**config.mk**
```make
export PLATFORM = sky130hd
export DESIGN_NAME = key_debounce_multi
export DESIGN_NICKNAME = d
export VERILOG_FILES = /design/src/rtl/key_debounce_multi.sv
export SDC_FILE = /design/constraint.sdc
export NUM_CORES = 1
export LEC_CHECK = 0
export CELL_PAD_IN_SITES_DETAIL_PLACEMENT = 0
export CELL_PAD_IN_SITES_GLOBAL_PLACEMENT = 1
export CORE_MARGIN = 2
export CORE_UTILIZATION = 45
export CTS_CLUSTER_SIZE = 10
export DETAILED_ROUTE_END_ITERATION = 6
export PLACE_DENSITY = 0.73
export RECOVER_POWER = 50
export SKIP_LAST_GASP = 1
export SYNTH_ARGS = -nofsm -noshare
export SYNTH_HDL_FRONTEND = slang
export SYNTH_SLANG_ARGS = --single-unit
```
**constraint.sdc**
```tcl
create_clock -name clk -period 2.65 [get_ports clk]
set_input_delay 0.3975 -clock clk [delete_from_list [all_inputs] [get_ports clk]]
set_output_delay 0.3975 -clock clk [all_outputs]
set_load 0.1 [all_outputs]
```
**src/rtl/key_debounce_multi.sv**
```systemverilog
// N-key active-low button front end: 2-FF sync, per-key debounce, press/release pulses,
// lowest-index key code, long-press detect; define KEY_REPEAT_EN to enable auto-repeat.
module key_debounce_multi #(
  parameter int N_KEYS     = 4,
  parameter int DEB_CNT    = 500000,
  parameter int LONG_CNT   = 50000000,
  parameter int REPEAT_CNT = 10000000,
  localparam int CODE_W    = $clog2(N_KEYS + 1)
) (
  input  logic              clk,
  input  logic              rst,
  input  logic [N_KEYS-1:0] key_in,
  output logic [N_KEYS-1:0] key_state,
  output logic [N_KEYS-1:0] key_press,
  output logic [N_KEYS-1:0] key_release,
  output logic [CODE_W-1:0] key_val,
  output logic [CODE_W-1:0] key_long
);

  localparam int DEB_W    = (DEB_CNT > 1) ? $clog2(DEB_CNT) : 1;
  localparam int HOLD_MAX = (LONG_CNT > REPEAT_CNT) ? LONG_CNT : REPEAT_CNT;
  localparam int HOLD_W   = $clog2(HOLD_MAX + 1);

`ifdef KEY_REPEAT_EN
  typedef enum logic [1:0] {S_IDLE = 2'd0, S_HELD = 2'd1, S_LATCHED = 2'd2, S_REPEAT = 2'd3} state_t;
`else
  typedef enum logic [1:0] {S_IDLE = 2'd0, S_HELD = 2'd1, S_LATCHED = 2'd2} state_t;
`endif

  logic [N_KEYS-1:0] r_sync1, r_sync2, r_stable;
  logic [DEB_W-1:0]  r_deb_cnt [N_KEYS];
  logic [N_KEYS-1:0] r_key_state, r_press, r_release;
  logic [N_KEYS-1:0] w_fall, w_rise;
  logic [CODE_W-1:0] w_press_code;
  logic              w_owner_rel;

  state_t            r_state, w_state_nxt;
  logic [HOLD_W-1:0] r_cnt, w_cnt_nxt;
  logic [CODE_W-1:0] r_owner, w_owner_nxt;
  logic [CODE_W-1:0] r_key_val, w_key_val_nxt;
  logic [CODE_W-1:0] r_key_long, w_key_long_nxt;
  logic              w_long_tc, w_rep_tc;

  // Stable level is active-low like the pins; it only follows sync after DEB_CNT mismatched clocks.
  always_ff @(posedge clk or negedge rst) begin
    if (!rst) begin
      r_sync1  <= '1;
      r_sync2  <= '1;
      r_stable <= '1;
      for (int i = 0; i < N_KEYS; i++) r_deb_cnt[i] <= '0;
    end else begin
      r_sync1 <= key_in;
      r_sync2 <= r_sync1;
      for (int i = 0; i < N_KEYS; i++) begin
        if (r_sync2[i] == r_stable[i]) begin
          r_deb_cnt[i] <= '0;
        end else if (r_deb_cnt[i] == DEB_W'(DEB_CNT - 1)) begin
          r_stable[i]  <= r_sync2[i];
          r_deb_cnt[i] <= '0;
        end else begin
          r_deb_cnt[i] <= r_deb_cnt[i] + DEB_W'(1);
        end
      end
    end
  end

  assign w_fall = ~r_stable & ~r_key_state;
  assign w_rise =  r_stable &  r_key_state;

  always_ff @(posedge clk or negedge rst) begin
    if (!rst) begin
      r_key_state <= '0;
      r_press     <= '0;
      r_release   <= '0;
    end else begin
      r_key_state <= ~r_stable;
      r_press     <= w_fall;
      r_release   <= w_rise;
    end
  end

  always_comb begin
    w_press_code = '0;
    for (int i = N_KEYS - 1; i >= 0; i--) begin
      if (w_fall[i]) w_press_code = CODE_W'(i + 1);
    end
  end

  always_comb begin
    w_owner_rel = 1'b0;
    for (int i = 0; i < N_KEYS; i++) begin
      if (r_owner == CODE_W'(i + 1)) w_owner_rel = w_rise[i];
    end
  end

  assign w_long_tc = (r_cnt == HOLD_W'(LONG_CNT - 1));
  assign w_rep_tc  = (r_cnt == HOLD_W'(REPEAT_CNT - 1));

  always_ff @(posedge clk or negedge rst) begin
    if (!rst) begin
      r_state    <= S_IDLE;
      r_cnt      <= '0;
      r_owner    <= '0;
      r_key_val  <= '0;
      r_key_long <= '0;
    end else begin
      r_state    <= w_state_nxt;
      r_cnt      <= w_cnt_nxt;
      r_owner    <= w_owner_nxt;
      r_key_val  <= w_key_val_nxt;
      r_key_long <= w_key_long_nxt;
    end
  end

  // A fresh press always takes ownership, whatever state the hold logic is in.
  always_comb begin
    w_state_nxt = r_state;
    w_cnt_nxt   = r_cnt;
    w_owner_nxt = r_owner;
    if (w_press_code != '0) begin
      w_owner_nxt = w_press_code;
      w_cnt_nxt   = '0;
      w_state_nxt = S_HELD;
    end else begin
      case (r_state)
        S_IDLE: begin
          w_cnt_nxt = '0;
        end
        S_HELD: begin
          if (w_owner_rel) begin
            w_state_nxt = S_IDLE;
            w_cnt_nxt   = '0;
            w_owner_nxt = '0;
          end else if (w_long_tc) begin
            w_cnt_nxt   = '0;
`ifdef KEY_REPEAT_EN
            w_state_nxt = S_REPEAT;
`else
            w_state_nxt = S_LATCHED;
`endif
          end else begin
            w_cnt_nxt = r_cnt + HOLD_W'(1);
          end
        end
        S_LATCHED: begin
          if (w_owner_rel) begin
            w_state_nxt = S_IDLE;
            w_cnt_nxt   = '0;
            w_owner_nxt = '0;
          end
        end
`ifdef KEY_REPEAT_EN
        S_REPEAT: begin
          if (w_owner_rel) begin
            w_state_nxt = S_IDLE;
            w_cnt_nxt   = '0;
            w_owner_nxt = '0;
          end else if (w_rep_tc) begin
            w_cnt_nxt = '0;
          end else begin
            w_cnt_nxt = r_cnt + HOLD_W'(1);
          end
        end
`endif
        default: begin
          w_state_nxt = S_IDLE;
          w_cnt_nxt   = '0;
          w_owner_nxt = '0;
        end
      endcase
    end
  end

  // Press code beats a same-cycle repeat; owner release suppresses long/repeat pulses.
  always_comb begin
    w_key_val_nxt  = w_press_code;
    w_key_long_nxt = '0;
    if ((w_press_code == '0) && !w_owner_rel) begin
      if ((r_state == S_HELD) && w_long_tc) w_key_long_nxt = r_owner;
`ifdef KEY_REPEAT_EN
      if ((r_state == S_REPEAT) && w_rep_tc) w_key_val_nxt = r_owner;
`endif
    end
  end

  assign key_state   = r_key_state;
  assign key_press   = r_press;
  assign key_release = r_release;
  assign key_val     = r_key_val;
  assign key_long    = r_key_long;

endmodule

```
Run 1, wire density map:
Drawn at 3 px/micron. 25 x 25 tiles, from dark purple (low) to yellow (high), scaled to the fullest tile. Values are wire area over tile area, all layers added.
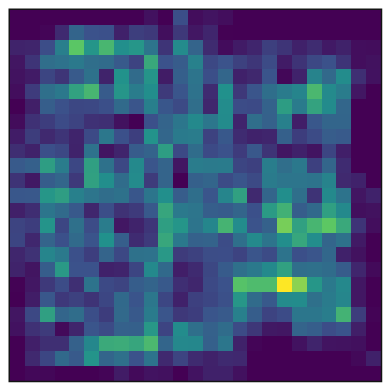
8.8% of the tiles are over half the peak. The densest ninth of the die: center. 14% of the tiles are nearly empty. The mean over all tiles is 0.13. The emptiest ninth of the die: north-east.
drt wl/cell: 14.9 microns
GR Util All Layers: 19.1%
WL final: 13.0 mm
vias: 4,683

Run 1, the clock network:
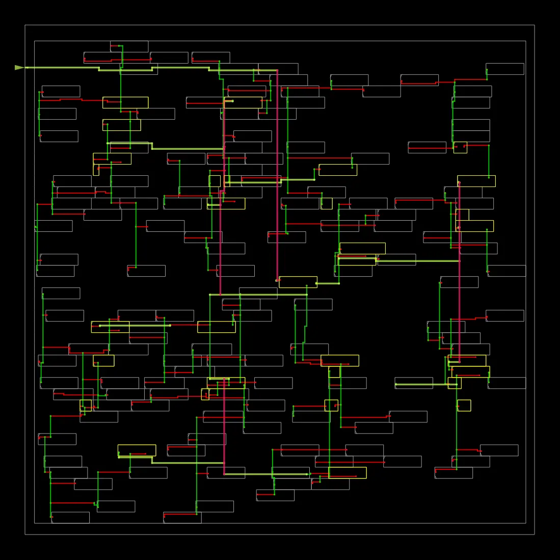
clock-net power: 2.35 mW
flip-flops: 137
clk_lat worst skew: 0.43 ns
TritonCTS Buffers: 17
Layout Skew: 0.00940 ns

Run 1, M3 wires:
Drawn at 3 px/micron. Cells faint in the background.
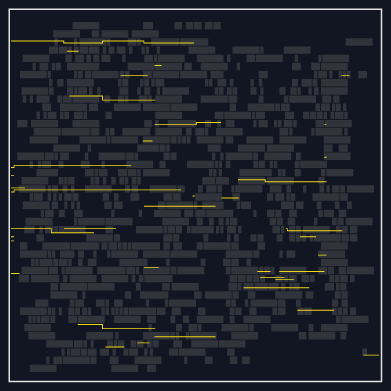
The wires run mostly horizontal. The longest straight run is 55.4 microns. 23 nets have wire on it.
met3 Use GR: 6.04%

==> run 1: routing by layer <==
layer  wire length [microns]  vias to the layer above  GRT usage (%)
li1                        -                     2315              -
met1                    6170                     2296           25.4
met2                    6180                       58           29.5
met3                     505                       14           6.04
met4                     165                        0           6.82
met5                       0                        -              0
==> run 1: flip-flops by register name, indices dropped and copies added, names as in the netlist, 4 cells and up <==
register     flops
r_stable         4
r_deb_cnt       76
key_state        4
r_sync1          4
key_release      4
key_press        4
r_cnt           26
r_sync2          4
==> run 1: cells in the final DEF, fill, tap and decap left out, drive strengths merged, types with 2 or more instances in the layout <==
cell type    netlist  routed
a21oi             25      25
a31oi              2       2
and2               9       9
and3               9       9
and4               6       6
buf               12      25
bufinv             0       2
clkbuf             7      21
clkinv             0       2
clkinvlp           0       4
dfrtp            125     125
dfstp             12      12
dlygate4sd3        0       4
ha                 8       8
inv               23      27
mux2i              2       2
nand2             49      49
nand3             34      34
nand4             27      27
nand4b             3       3
nor2             107     107
nor2b              2       2
nor3              20      20
nor4              14      14
o211ai             2       2
o21ai             15      15
o21bai             3       3
o31ai             10      10
or2                6       6
or3               15      15
or4               13      13
or4b               4       4
xnor2             42      42
xor2              30      30
==> run 1: final cells by class <==
type                    count  area share [%]
multi-input cells         469            37.7
well taps                 180            3.04
repair buffers             30            3.65
inverters                  23            1.17
clock inverters            12            1.88
flip-flops and latches    137            46.5
clock buffers              20            6.03
==> run 1: stage by stage <==
| stage | util (%) | hold slack [ns] |
|---|---|---|
| global route | 53.1 | 0.359 |
| CTS | 53.2 | 0.00541 |
| finish | 53.1 | 0.355 |
| floorplan | - | 0.102 |
| global placement | 49.0 | 0.347 |
| detailed placement | 49.0 | 0.347 |
==> impl_metrics.ini, run 1 <==
; generated from flow reports
[placed_design]
placed_area_sq_mm = 0.00683
gp_congestion = 0.791
pre_cts_ws_ns = 0.352
place_inst = 839
hpwl_mm = 8.83
numPortBuffers = 23

[outcome]
violations = capacitance limit, slew limit
status = complete, but fails checks

[worst_setup_path]
worstSetupStartpoint = r_stable[2]
reg2reg_setup_slack_ns = 0.26
critPathMaxStageDelay_ns = 0.64
crit_required_ns = 2.99
critPathKind = reg2reg
crit_chain = o22ai_1 -> or3_1 -> nor3_2 -> nand2_1 -> buf_4 -> a21oi_1
crit_arrival_ns = 2.73
crit_slowest_cell = dfstp_1
r2r_start = r_stable[2]
reg2reg_to = r_cnt[12]
reg2reg_depth = 6
critPathCapture = r_cnt[12]
cpLargestDelayFamily = simple AND/OR/NAND/NOR gates
cp.buffers_inverters = 1
cp_max_fo = 13
start_kind = register
end_kind = register
crit_cells = 6

[clock_network]
clockBufferDepth = 2
cts_hold_buf = 0
cts_sinks = 137
cts_tree = built
clkTransAtPathRegs_ns = 0.06
cts_max_level = 4
cts_root_buffer = clkbuf_16
postCtsResizedCells = 0
postCtsSetupBuffers = 0

[hold_path]
min_to = r_sync2[2]
min_from = r_sync1[2]
min_delay_path_depth = 0
hold_path.class = reg2reg

[final_layout]
nets = 692
drive_gt1_share_pct = 12.0
register_area_sq_mm = 0.00345
instances_no_fill = 871
fill_cells = 1246
syn_to_final_growth_pct = 15.1
mi_logic_area_sq_mm = 0.00279
finalInstanceArea_sq_mm = 0.00740
diodes = 0

[drt]
viasPerCell = 5.38
ant_nets = 0
drt-initial-drc-count = 345
drc = 0
drt_first_pass_iters = 4

[yosys]
ys_seq_share_pct = 53.5
top_cell = dfrtp_1
netlist_area_sq_mm = 0.00643
largest_area_cell = dfrtp_1
synth-edff-count = 0
fp_nets = 662
mux_share_pct = 0.486
synth-main-ff-cell = dfrtp_1
ys_cells = 648
yosys.area_share.xor_xnor_pct = 9.81
ys_ff = 137
synthAoiAreaFrac_pct = 5.80
logic_family = simple AND/OR/NAND/NOR gates
yosys-stat-area_sq_mm = 0.00643
synthTopCellsByCount = dfrtp_1 (125), nor2_1 (106), nand2_1 (49)
synth_warnings = 0
adder_share_pct = 1.56
ys_types = 51
synth.avg_cell_area_sq_um = 9.92
synthCells = 648
async_reset_ff_share_pct = 100
topCellsByArea = dfrtp_1 (49%), nor2_1 (6.2%), xnor2_1 (5.7%)
ys_sh_simple_pct = 25.8
top_area_share_pct = 48.6

[sta]
slew_headroom_pct = -21.2
tightest_slew_ns = 1.82
final.min_clock_period_ns = 2.39
fmax_ghz = 0.419
finalSetupViolations = 0
rsz0062_at_grt = false
setup_ws_ns = 0.262
drv_slew = 66
hold_viol_final = 0
fin_tns_setup_ns = 0
period_used_pct = 90.1

[run]
max-cap-violations = 1
warnings = 28

[floorplan]
io_pins = 24
die-height_microns = 124
fp-utilization_pct = 46.2
die_x_microns = 124
chipArea_sq_mm = 0.0153
coreArea_sq_mm = 0.0139
row_count = 43

[power_and_ir_drop]
p_int_mw = 3.57
power_leader = the clock network
switching_share_pct = 22.3
finalPower_mw = 4.59
power.net_switching_mw = 1.02
powerSeq_mw = 2.14
power.density_mw_per_mm2 = 620
clkPwrFrac_pct = 51.2
power_frac_comb_pct = 2.3
pg_comb_mw = 0.104
leakage_nw = 3.07
ir_drop_uv = 429
pwr-share-seq_pct = 46.6

[global_routing]
grt_max_degree = 68
grt_pass1_vias = 4655
antenna_found_initial = 0
grt.overflow.total = 0
grt_pass1_wl_mm = 22.6
==> run 2: changes to the inputs <==
==> config.mk (replaced) <==
export PLATFORM = sky130hd
export DESIGN_NAME = key_debounce_multi
export DESIGN_NICKNAME = d
export VERILOG_FILES = /design/src/rtl/key_debounce_multi.sv
export SDC_FILE = /design/constraint.sdc
export NUM_CORES = 1
export LEC_CHECK = 0
export CORE_MARGIN = 2
export CORE_UTILIZATION = 45
export CTS_CLUSTER_SIZE = 10
export DETAILED_ROUTE_END_ITERATION = 6
export PLACE_DENSITY = 0.6
export RECOVER_POWER = 50
export SKIP_LAST_GASP = 1
export SYNTH_ARGS = -nofsm -noshare
export SYNTH_HDL_FRONTEND = slang
export SYNTH_SLANG_ARGS = --single-unit
export TNS_END_PERCENT = 1
Run 2, placement by cell class:
Drawn at 4 px/micron.
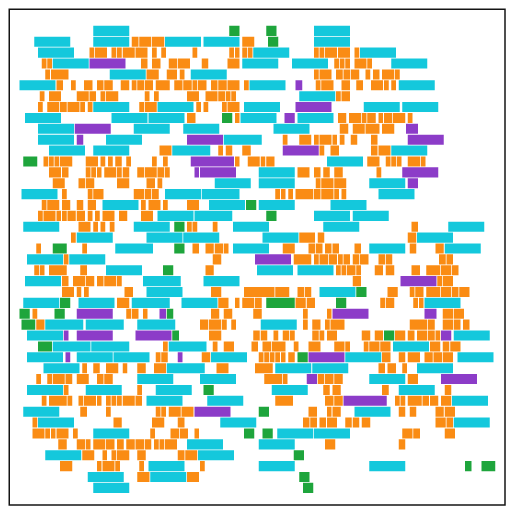
Purple stands for clock drivers and dummy loads, cells 32, share of their area 7.9%. Cyan stands for sequential cells, cells 137, share of their area 48%. Orange stands for remaining logic cells, cells 492, share of their area 40%. Green stands for remaining buffers and delay cells, cells 32, share of their area 3.6%.

Run 2, wire density map:
Drawn at 3 px/micron. 25 x 25 tiles, from dark purple (low) to yellow (high), scaled to the fullest tile. Values are wire area over tile area, all layers added.
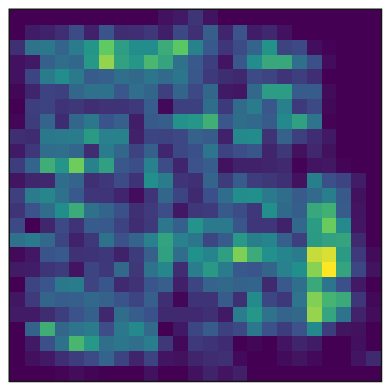
The fullest tile reaches 0.55. The mean over all tiles is 0.13. The emptiest ninth of the die: north-east. 17% of the tiles are nearly empty. 9.3% of the tiles are over half the peak.

==> impl_metrics.ini, run 2 <==
; generated from flow reports
[clock_network]
clkTransAtPathRegs_ns = 0.06
cts-buffers-inserted = 17
clockBufferDepth = 2
cts_max_level = 4
cts_root_buffer = clkbuf_16
cts_tree = built
clock_latency_ns = 0.42
cts_sinks = 137
postCtsResizedCells = 0

[floorplan]
fp-utilization_pct = 46.2
chipArea_sq_mm = 0.0153
coreArea_sq_mm = 0.0139
row_count = 43

[drt]
vias = 4697
drt-initial-drc-count = 232
dr.max_layer_used = met4
wl_mm = 12.4
wl_per_cell_microns = 14.2
ant_nets = 0
dr_wl_met2_mm = 5.83
drt_first_pass_iters = 5
met3_length_microns = 563
viasPerCell = 5.38

[yosys]
ys_cells = 648
topCellsByArea = dfrtp_1 (49%), nor2_1 (6.2%), xnor2_1 (5.7%)
ys_seq_share_pct = 53.5
netlist_area_sq_mm = 0.00643
async_reset_ff_share_pct = 100
ys_ff = 137
synth-main-ff-cell = dfrtp_1
ys_types = 51
synthTopCellsByCount = dfrtp_1 (125), nor2_1 (106), nand2_1 (49)
yosys-stat-area_sq_mm = 0.00643
synth_warnings = 0
synth-edff-count = 0
synth.avg_cell_area_sq_um = 9.92

[placed_design]
placed_area_sq_mm = 0.00682
hpwl_mm = 8.47
numPortBuffers = 23
place_inst = 840
pre_cts_ws_ns = 0.292

[hold_path]
min_to = r_sync2[1]
min_from = r_sync1[1]
min_delay_path_depth = 0

[power_and_ir_drop]
switching_share_pct = 21.6
powerSeq_mw = 2.14
power_leader = the clock network
p_int_mw = 3.53
pwr-share-seq_pct = 47.5
power.density_mw_per_mm2 = 611
clkPwrFrac_pct = 50.3
ir_drop_uv = 511

[final_layout]
nets = 694
top_register = r_deb_cnt
lay_top_count = dfrtp_1
instances_no_fill = 873
syn_to_final_growth_pct = 14.6
utilization_pct = 52.9
drive_gt1_share_pct = 11.5
diodes = 0

[sta]
fmax_ghz = 0.415
hold_viol_final = 0
slew_headroom_pct = 20.0
fin_skew_ns = 0.00963
period_used_pct = 91.0
final.min_clock_period_ns = 2.41

[outcome]
status = finished clean

[run]
max-cap-violations = 0

[global_routing]
antenna_found_initial = 0
grt_max_degree = 52
grt_pass1_vias = 4390
grt.total_usage_pct = 18.0

[worst_setup_path]
r2r_start = r_stable[2]
reg2reg_depth = 6
reg2reg_setup_slack_ns = 0.24
critPathKind = reg2reg
cp_max_fo = 46
start_kind = register
crit_arrival_ns = 2.74
==> run 2: cell counts after synthesis <==
Identical to the previous run, type by type.
==> run 2: how the worst max path moves through the flow <==
stage	from	endpoint	slack (ns)	cells after the start
floorplan	key_state[0]	r_cnt[5]	0.003	8
global placement	r_cnt[16]	r_cnt[13]	0.36	6
detailed placement	r_cnt[16]	r_cnt[21]	0.29	6
CTS	r_cnt[16]	r_cnt[21]	0.27	6
global route	r_stable[2]	r_cnt[22]	0.06	6
finish	r_stable[2]	r_cnt[20]	0.24	6
==> run 2: timing repair <==
| item | in CTS | in global routing |
|---|---|---|
| hold buffers | 1 | 0 |
| setup buffers | 0 | 0 |
| hold endpoints to repair | 44 | 0 |
==> run 2: layout make-up <==
| cell class | instances | area [sq um] | share of cell area, % |
|---|---|---|---|
| Sequential cell | 137 | 3450 | 46.8 |
| Clock inverter | 11 | 123 | 1.66 |
| Clock buffer | 21 | 440 | 5.98 |
| Tap cell | 180 | 225 | 3.06 |
| Timing Repair Buffer | 32 | 258 | 3.50 |
| Inverter | 23 | 86.3 | 1.17 |
| Multi-Input combinational cell | 469 | 2790 | 37.9 |
==> run 2: worst max-delay path, cell delays in order (launching register included) <==
cell and delay [ns]:
dfstp_1 0.67, nand4_1 0.12, a31oi_1 0.43, nor4_4 0.07, buf_12 0.18, or4b_2 0.65
a21oi_1 0.18
==> run 2: per-layer routing <==
metal  track usage (%)  vias up
met5                 0        -
met4              6.18        0
met1              24.5     2287
met3              5.81       16
met2              27.3       75
li1                  -     2319
==> run 2: kinds of logic after synthesis <==
kind of cell | share of synthesized area [%]
simple gates | 25.8
flops | 53.5
xor+xnor | 9.81
compound gates | 5.80
buf+inv | 3.05
fa+ha+maj | 1.56
mux | 0.486
==> run 3: changes to the inputs <==
--- a/config.mk
+++ b/config.mk
@@ -9,6 +9,7 @@
 export CORE_UTILIZATION = 45
 export CTS_CLUSTER_SIZE = 10
 export DETAILED_ROUTE_END_ITERATION = 6
+export GPL_ROUTABILITY_DRIVEN = 0
 export PLACE_DENSITY = 0.6
 export RECOVER_POWER = 50
 export SKIP_LAST_GASP = 1
==> constraint.sdc (replaced) <==
create_clock -name clk -period 2.65 [get_ports clk]
set_input_delay 0.53 -clock clk [delete_from_list [all_inputs] [get_ports clk]]
set_output_delay 0.53 -clock clk [all_outputs]
set_load 0.1 [all_outputs]
Run 3, wire density map:
Drawn at 3 px/micron. 25 x 25 tiles, from dark purple (low) to yellow (high), scaled to the fullest tile. Values are wire area over tile area, all layers added.
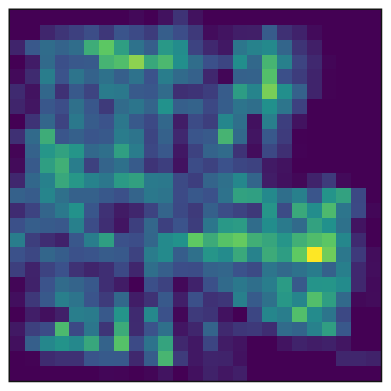
The mean over all tiles is 0.13. 12% of the tiles are over half the peak. The fullest tile reaches 0.53. 20% of the tiles are nearly empty. The emptiest ninth of the die: north-east.
GR Util All Layers: 18.2%
WL final: 12.6 mm
vias: 4,702
drt wl/cell: 14.4 microns

Run 3, the clock network:
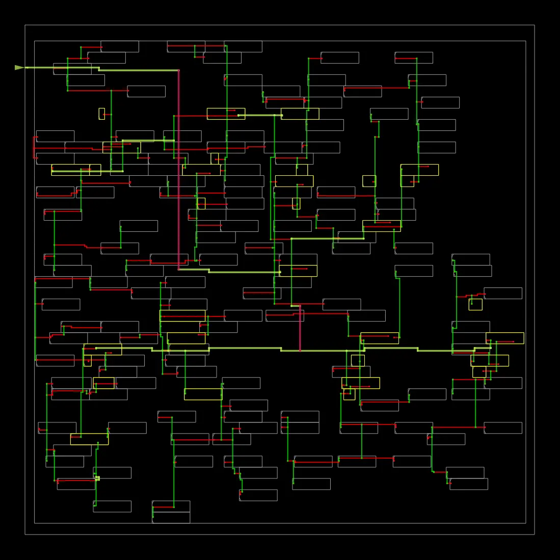
clk_lat worst skew: 0.42 ns
clock buffers: 19
clock-net power: 2.23 mW

==> impl_metrics.ini, run 3 <==
; generated from flow reports
[final_layout]
largest_register_ff_count = 76
nets = 695
drive_gt1_share_pct = 11.8
diodes = 0
syn_to_final_growth_pct = 14.6
lay_top_count = dfrtp_1
top_register = r_deb_cnt
fill_cells = 1253

[worst_setup_path]
r2r_start = r_cnt[16]
cp_max_fo = 19
worstSetupStartpoint = r_cnt[16]
reg2reg_setup_slack_ns = 0.25
start_kind = register
reg2reg_depth = 6
critPathKind = reg2reg
crit_arrival_ns = 2.68

[clock_network]
clkTransAtPathRegs_ns = 0.06
clockBufferDepth = 2
postCtsResizedCells = 0
cts_hold_buf = 0
cts_tree = built
cts-buffers-inserted = 17
cts_root_buffer = clkbuf_16
cts_sinks = 137

[power_and_ir_drop]
power.density_mw_per_mm2 = 606
power_leader = the clock network
powerSeq_mw = 2.14
clkPwrFrac_pct = 49.9
pwr-share-seq_pct = 47.9
power_frac_comb_pct = 2.2
p_int_mw = 3.46

[floorplan]
row_count = 43
chipArea_sq_mm = 0.0153
fp-utilization_pct = 46.2

[sta]
fin_skew_ns = 0.00904
final.min_clock_period_ns = 2.40
fmax_ghz = 0.417
hold_viol_final = 0
finalSetupViolations = 0
period_used_pct = 90.5
drv_slew = 63
slew_headroom_pct = -4.28

[drt]
viasPerCell = 5.38
ant_nets = 0
drt-initial-drc-count = 261

[outcome]
status = complete, but fails checks
violations = capacitance limit, slew limit

[placed_design]
placed_area_sq_mm = 0.00684
hpwl_mm = 8.73
numPortBuffers = 23

[yosys]
synthTopCellsByCount = dfrtp_1 (125), nor2_1 (106), nand2_1 (49)
ys_types = 51
yosys-stat-area_sq_mm = 0.00643
ys_ff = 137
synth-edff-count = 0
ys_cells = 648
topCellsByArea = dfrtp_1 (49%), nor2_1 (6.2%), xnor2_1 (5.7%)
synth.avg_cell_area_sq_um = 9.92
synth-main-ff-cell = dfrtp_1
netlist_area_sq_mm = 0.00643
async_reset_ff_share_pct = 100
synthCells = 648
synth_warnings = 0
ys_seq_share_pct = 53.5

[run]
max-cap-violations = 1

[hold_path]
min_from = r_sync1[1]
min_to = r_sync2[1]

[global_routing]
grt_max_degree = 63
grt_pass1_vias = 4521
antenna_found_initial = 0
[run 3: cell types whose count changed in the layout (fill, tap and decap cells not counted), sizes merged]
cell         delta
inv             +3
bufinv          -1
clkinv          +1
clkinvlp        -1
dlygate4sd3     -1
[run 3: cell type report]
class	count	area, sq um	area share [%]
Multi-Input combinational cell	469	2790	37.9
Clock inverter	13	116	1.58
Tap cell	180	225	3.06
Sequential cell	137	3450	46.7
Timing Repair Buffer	33	263	3.56
Inverter	23	86.3	1.17
Clock buffer	19	443	6.01
[run 3: critical path: stages, from the launching register on]
cell     delay [ns]
dfrtp_1        0.43
or4b_2         0.69
nor4_2         0.46
a32oi_1        0.22
nand2_1        0.22
buf_12         0.18
a21oi_1        0.06
[run 3: metal layers]
| metal | track usage [%] | wire length, microns | share of wire, % |
|---|---|---|---|
| met1 | 24.4 | 6020 | 48 |
| met2 | 28.0 | 6060 | 48 |
| met3 | 6.87 | 487 | 3.9 |
| met4 | 4.69 | 59 | 0.47 |
| met5 | 0 | 0 | 0 |
[run 3: stage by stage]
step	setup slack, ns	hold WS, ns	instances
after global placement	0.361	0.346	842
after floorplan	0.00348	0.234	648
after detailed placement	0.272	0.348	842
after global routing	0.141	0.359	874
after CTS	0.266	0.0989	874
final	0.252	0.358	874
[run 3: cells by family (layout without fill, tap and decap cells)]
family                     Yosys count  count (layout)  synth area share, %
and+or+nand+nor                    323             323                 25.8
DFF                                137             137                 53.5
adders and majority gates            8               8                 1.56
xor gates and xnor gates            72              72                 9.81
buffers and inverters               42              88                 3.05
muxes                                3               3                0.486
AOI/OAI and AO/OA                   63              63                 5.80
No activity file was given, so power comes from the tool's default toggle rates.
